Design wb_commit_unit_flat, sky130hd; sources not shown.
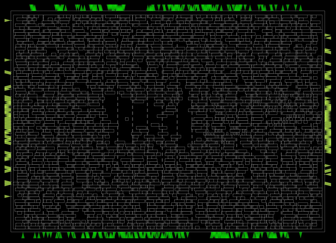
run_1/final_placement.png
# fillers: 5056
fin cells: 2740
final core utilization: 59.4%

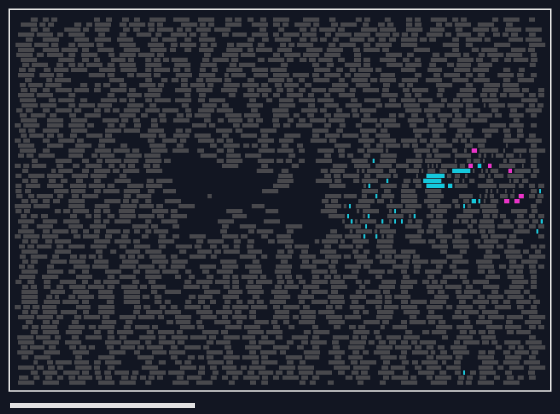
run_1/gate_families.png
Bar = 100 um.
legend:
  NAND gates:
    colour: cyan
    cells: 29
    most_used: nand2_1
    where: middle right
  AND and OR gates:
    colour: magenta
    cells: 7
    most_used: and3b_1
    where: middle right
Comb area share: 34.5%
Top cell excl fill/tap: dfrtp_1

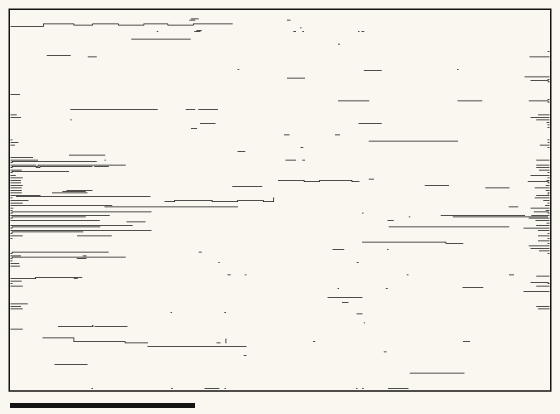
run_1/met3.png
Bar = 100 um.
nets with wire on the layer: 160
main direction: horizontal
GR Layer Usage met3: 3.76%
Vias: 15800
final wirelength: 66200 um

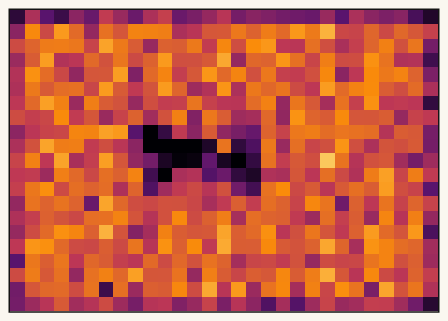
run_1/density.png
The die is cut into 29 by 21 equal tiles; black is low, pale yellow is high, 0 to 100% covered.
fullest tile: 88%
tiles over 75% full: 8.0%
mean over tiles: 55%
nearly empty tiles: 1.3%
emptiest ninth of the die: centre
fp_density: 50.8%
CORE AREA: 56900 um^2

==> results.cfg, run 1 <==
; physical design summary
[placed_design]
placed_cell_area_um2 = 33100
dp.cells = 2698
portBuffers = 340

[die]
rows = 73
die-area_um2 = 59700

[sta]
finalHoldViolations = 0
skew_ps = 44.1
tns_ps = 0
rsz0062_at_grt = false
maxSlewViolCount = 0
fmax_ghz = 0.176
relSlewSlack_pct = 36.1

[clock_network]
htreeDepth = 1
ctsResizeCount = 0
cts_root_buf = clkbuf_16
numCtsBuffers = 27
cts_hold_buf = 0
cts_setup_buffers = 0
cts_tree = built
clk_pin_slew_ps = 110

[hold_path]
hp-class = flip-flop to flip-flop

[critical_path]
cp-end-kind = primary output
crit_fanout = 31
critPathArrivalTime_ps = 3910
cp.required_ps = 5290

[yosys]
synthCells = 1698
ff_type = dfrtp_1
synth-edff-count = 0
async_reset_ff_share_pct = 100
synth_cell_types = 37
yosys.area.top_type_share_pct = 57.8

[finish]
layout.area.seq_um2 = 16700
largest_register_ffs = 656
lay_top_cells = 665 x dfrtp_1, 639 x mux2_2, 339 x clkdlybuf4s50_1
finalInstanceArea_um2 = 33800

[grt]
antenna_found_initial = 13
top_usage_layer = met2
grt_max_degree = 168
track_usage_pct = 22.5

[run_status]
status = finished, final reports clean

[pwr]
pwr_density_cell_nw_per_um2 = 328
ir_drop_v = 0.000208

[drt]
route.detailed.drc = 0
ant_nets = 0
vias_per_cell = 5.78
-- run 1: power by group --
group | switching, mW | leakage [nW] | internal, mW | total (mW)
registers | 0.630 | 8.36 | 5.03 | 5.66
logic | 1.45 | 5.77 | 2.13 | 3.57
clock network | 1.15 | 0.340 | 0.699 | 1.85
-- run 1: metal layers --
metal	routed length, um	up-vias
met1	28400	8664
met2	33400	242
li1	-	6851
met5	28	-
met3	2670	86
met4	1660	4
-- run 1: worst max-delay path, cell delays in order, from the launching register on --
cell             delay, ps
dfrtp_4                880
buf_4                  660
buf_4                  520
mux4_2                 570
clkdlybuf4s50_1        620
-- run 1: kinds of logic (layout without fill, tap and decap cells) --
logic type	after synthesis	after routing	synth area share, %
AOI/OAI and AO/OA	27	27	0.529
xor gates and xnor gates	10	10	0.303
adders and majority gates	11	11	0.503
buffers and inverters	126	407	2.06
DFF	667	667	57.8
muxes	806	806	37.8
other	0	11	0
and+or+nand+nor	51	51	0.988
-- run 1: Yosys cell counts (2+ instances only) --
cell	n
mux2_2	639
o21ai_0	16
dfrtp_1	667
buf_1	14
nor3_1	2
xor2_1	7
ha_1	10
o21ai_1	2
nand4bb_1	4
clkbuf_1	17
and3b_1	3
xnor2_1	3
mux4_2	164
or3_1	2
inv_1	11
nor2_1	10
nand2_1	22
a21oi_1	4
buf_2	82
nand3b_1	2
-- run 1: metrics by stage --
| step | setup WS [ps] | util (%) | power [mW] |
|---|---|---|---|
| 2_1_floorplan | 2740 | - | 7.85 |
| 3_3_place_gp | 1730 | 58.1 | 9.11 |
| 6_report | 1380 | 59.4 | 11.1 |
| 3_5_place_dp | 1700 | 58.1 | 9.35 |
| 4_1_cts | 1230 | 59.4 | 11.2 |
| 5_1_grt | 1070 | 59.4 | 11.7 |
-- run 1: layout make-up --
type,instances,area share [%]
Inverter,11,0.122
Clock inverter,2,0.0481
Tap cell,750,2.78
Multi-Input combinational cell,905,34.5
Sequential cell,667,49.4
Clock buffer,29,2.02
Timing Repair Buffer,365,11.1
Antenna cell,11,0.0814
run_1/port_nets.png
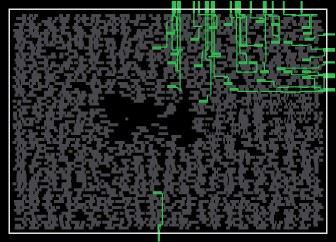

==> run 2: changes to the inputs <==
--- a/config.mk
+++ b/config.mk
@@ -10,7 +10,7 @@
 export CELL_PAD_IN_SITES_GLOBAL_PLACEMENT = 1
 export CORE_ASPECT_RATIO = 0.7
 export CORE_MARGIN = 2
-export CORE_UTILIZATION = 50
+export CORE_UTILIZATION = 48
 export CTS_CLUSTER_DIAMETER = 120
 export CTS_CLUSTER_SIZE = 28
 export DETAILED_ROUTE_END_ITERATION = 10
==> constraint.sdc (replaced) <==
create_clock -name CLK -period 5.51 [get_ports CLK]
set_input_delay 1.3775 -clock CLK [delete_from_list [all_inputs] [get_ports CLK]]
set_output_delay 1.3775 -clock CLK [all_outputs]
set_load 0.02 [all_outputs]
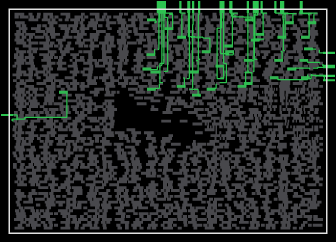
run_2/port_nets.png
legend:
  `bus_WB_dr1`:
    colour: green
    direction: output
    edge: 26 top, 5 right, 1 left
    end_cells: 32
    wire: 1590 um
Port Buffer Count: 340
I/O pins: 341

==> results.cfg, run 2 <==
; physical design summary
[die]
die_h_um = 209
die_width_um = 297
core-area_um2 = 59700
rows = 75
fp_util_pct = 48.4
die-area_um2 = 62200

[finish]
largest_register_ffs = 656
nNetsFinal = 2168
area_delta_synth_final_pct = 17.6
finalInstanceArea_um2 = 34000
nFillCells = 5431
lay_top_cells = 665 x dfrtp_1, 639 x mux2_2, 339 x clkdlybuf4s50_1
layout_top_cell = dfrtp_1

[grt]
grt_max_degree = 113
antenna_found_initial = 8
track_usage_pct = 21.7

[clock_network]
cts_root_buf = clkbuf_16
cts_hold_buf = 0
clock_latency_ps = 620
cts_setup_buffers = 0
numCtsBuffers = 27
ctsResizeCount = 0
clk_pin_slew_ps = 110
cts.sinks = 667
cts_tree = built
htreeDepth = 1

[pwr]
ir_drop_v = 0.000267
pwr_density_cell_nw_per_um2 = 418

[critical_path]
crit_fanout = 42
max_stage_delay_ps = 780
critPathTopFamily = buffers and inverters
critPathArrivalTime_ps = 3720
critPathBufInv = 3
cp.required_ps = 4130
worstSetupPathType = flip-flop to primary output
cp-end-kind = primary output
cp_slowest_cell = dfrtp_4
worstPathCellList = buf_4, xor2_1, nor3_1, inv_1, clkdlybuf4s50_1
rrSetupSlack_ps = 1090
worst-path-stages = 5
cp-start-kind = flip-flop

[yosys]
syn_area_per_cell_um2 = 17.0
top_cell = dfrtp_1
yosysTopAreaCell = dfrtp_1
fp_nets = 1881
synthCells = 1698
synth-edff-count = 0
async_reset_ff_share_pct = 100
synth_cell_types = 37
yosys.area.top_type_share_pct = 57.8
synth_chip_area_um2 = 28900
yosys.stat.seqShare_pct = 57.8
common_cells = 667 x dfrtp_1, 639 x mux2_2, 164 x mux4_2
ff_type = dfrtp_1

[sta]
fmax_ghz = 0.196
relSlewSlack_pct = 29.9
whs_ps = 498
period_needed_ps = 5100
finalHoldViolations = 0
setup_slack_ps = 414
tns_ps = 0
maxSlewViolCount = 0
rsz0062_at_grt = false
skew_ps = 28.4
finalClockPeriodUsage_pct = 92.5

[hold_path]
min_delay_path_depth = 2
hp-class = flip-flop to flip-flop

[drt]
route.detailed.drc = 0
avgRoutedWirePerCell_um = 23.8
vias_per_cell = 5.63
ant_nets = 0
firstDrtPassIters = 4
vias = 15800
totalWireLength_um = 66700

[placed_design]
hpwlAfterDp_um = 42800
dp.cells = 2764
placed_cell_area_um2 = 33200
place_ws_ps = 922

[run_status]
status = finished, final reports clean

[flow_run]
warnings = 37
timing.max_cap.violations = 0
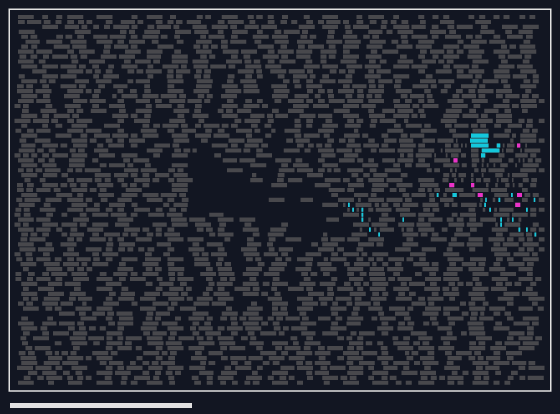
run_2/gate_families.png
Bar = 100 um.
legend:
  AND and OR gates:
    colour: magenta
    cells: 7
    most_used: and3b_1
    where: middle right
  NAND gates:
    colour: cyan
    cells: 29
    most_used: nand2_1
    where: middle right
fin cells: 2799
Comb area share: 34.3%

[run 2: cell counts after synthesis]
Identical to the previous run, type by type.
[run 2: logic make-up (layout without fill, tap and decap cells)]
group / Yosys count / in the layout / share of synthesized area (%)
fa+ha+maj: 11 / 11 / 0.503
other cells: 0 / 5 / 0
mux: 806 / 806 / 37.8
xor+xnor: 10 / 10 / 0.303
flops: 667 / 667 / 57.8
compound gates: 27 / 27 / 0.529
buf+inv: 126 / 414 / 2.06
simple gates: 51 / 51 / 0.988
[run 2: final cells by class]
class | count | area, um^2 | share of cell area, %
clock inverter | 2 | 16.3 | 0.0479
tap | 808 | 1010 | 2.98
multi-input combinational | 905 | 11700 | 34.3
antenna | 5 | 12.5 | 0.0369
sequential | 667 | 16700 | 49.2
inverter | 11 | 41.3 | 0.122
clock buffer | 28 | 679 | 2.00
timing repair buffer | 373 | 3830 | 11.3
[run 2: report_power, final]
part           switching, mW  internal [mW]
combinational           1.85           2.73
sequential             0.794           6.43
clock                   1.49          0.891
total                   4.13           10.1
[run 2: metal layers]
layer / vias up / wire, um / global-route usage [%]
met5: - / 39 / 0
met4: 6 / 1200 / 3.81
met3: 64 / 2800 / 3.95
li1: 6848 / - / -
met1: 8616 / 28900 / 29.0
met2: 220 / 33800 / 37.7
[run 2: metrics by stage]
step | utilization (%) | power, mW
after global routing | 56.9 | 14.9
after global placement | 55.7 | 11.7
after floorplan | - | 10.0
final | 56.9 | 14.2
after detailed placement | 55.7 | 12.0
after CTS | 56.9 | 14.4
[run 2: tightest hold or removal path: stages (launching register included)]
cell and delay [ps]:
dfrtp_1 360, nand2_1 50, o21ai_0 60
Power figures rest on the tool's default switching activity, not on a simulated workload.
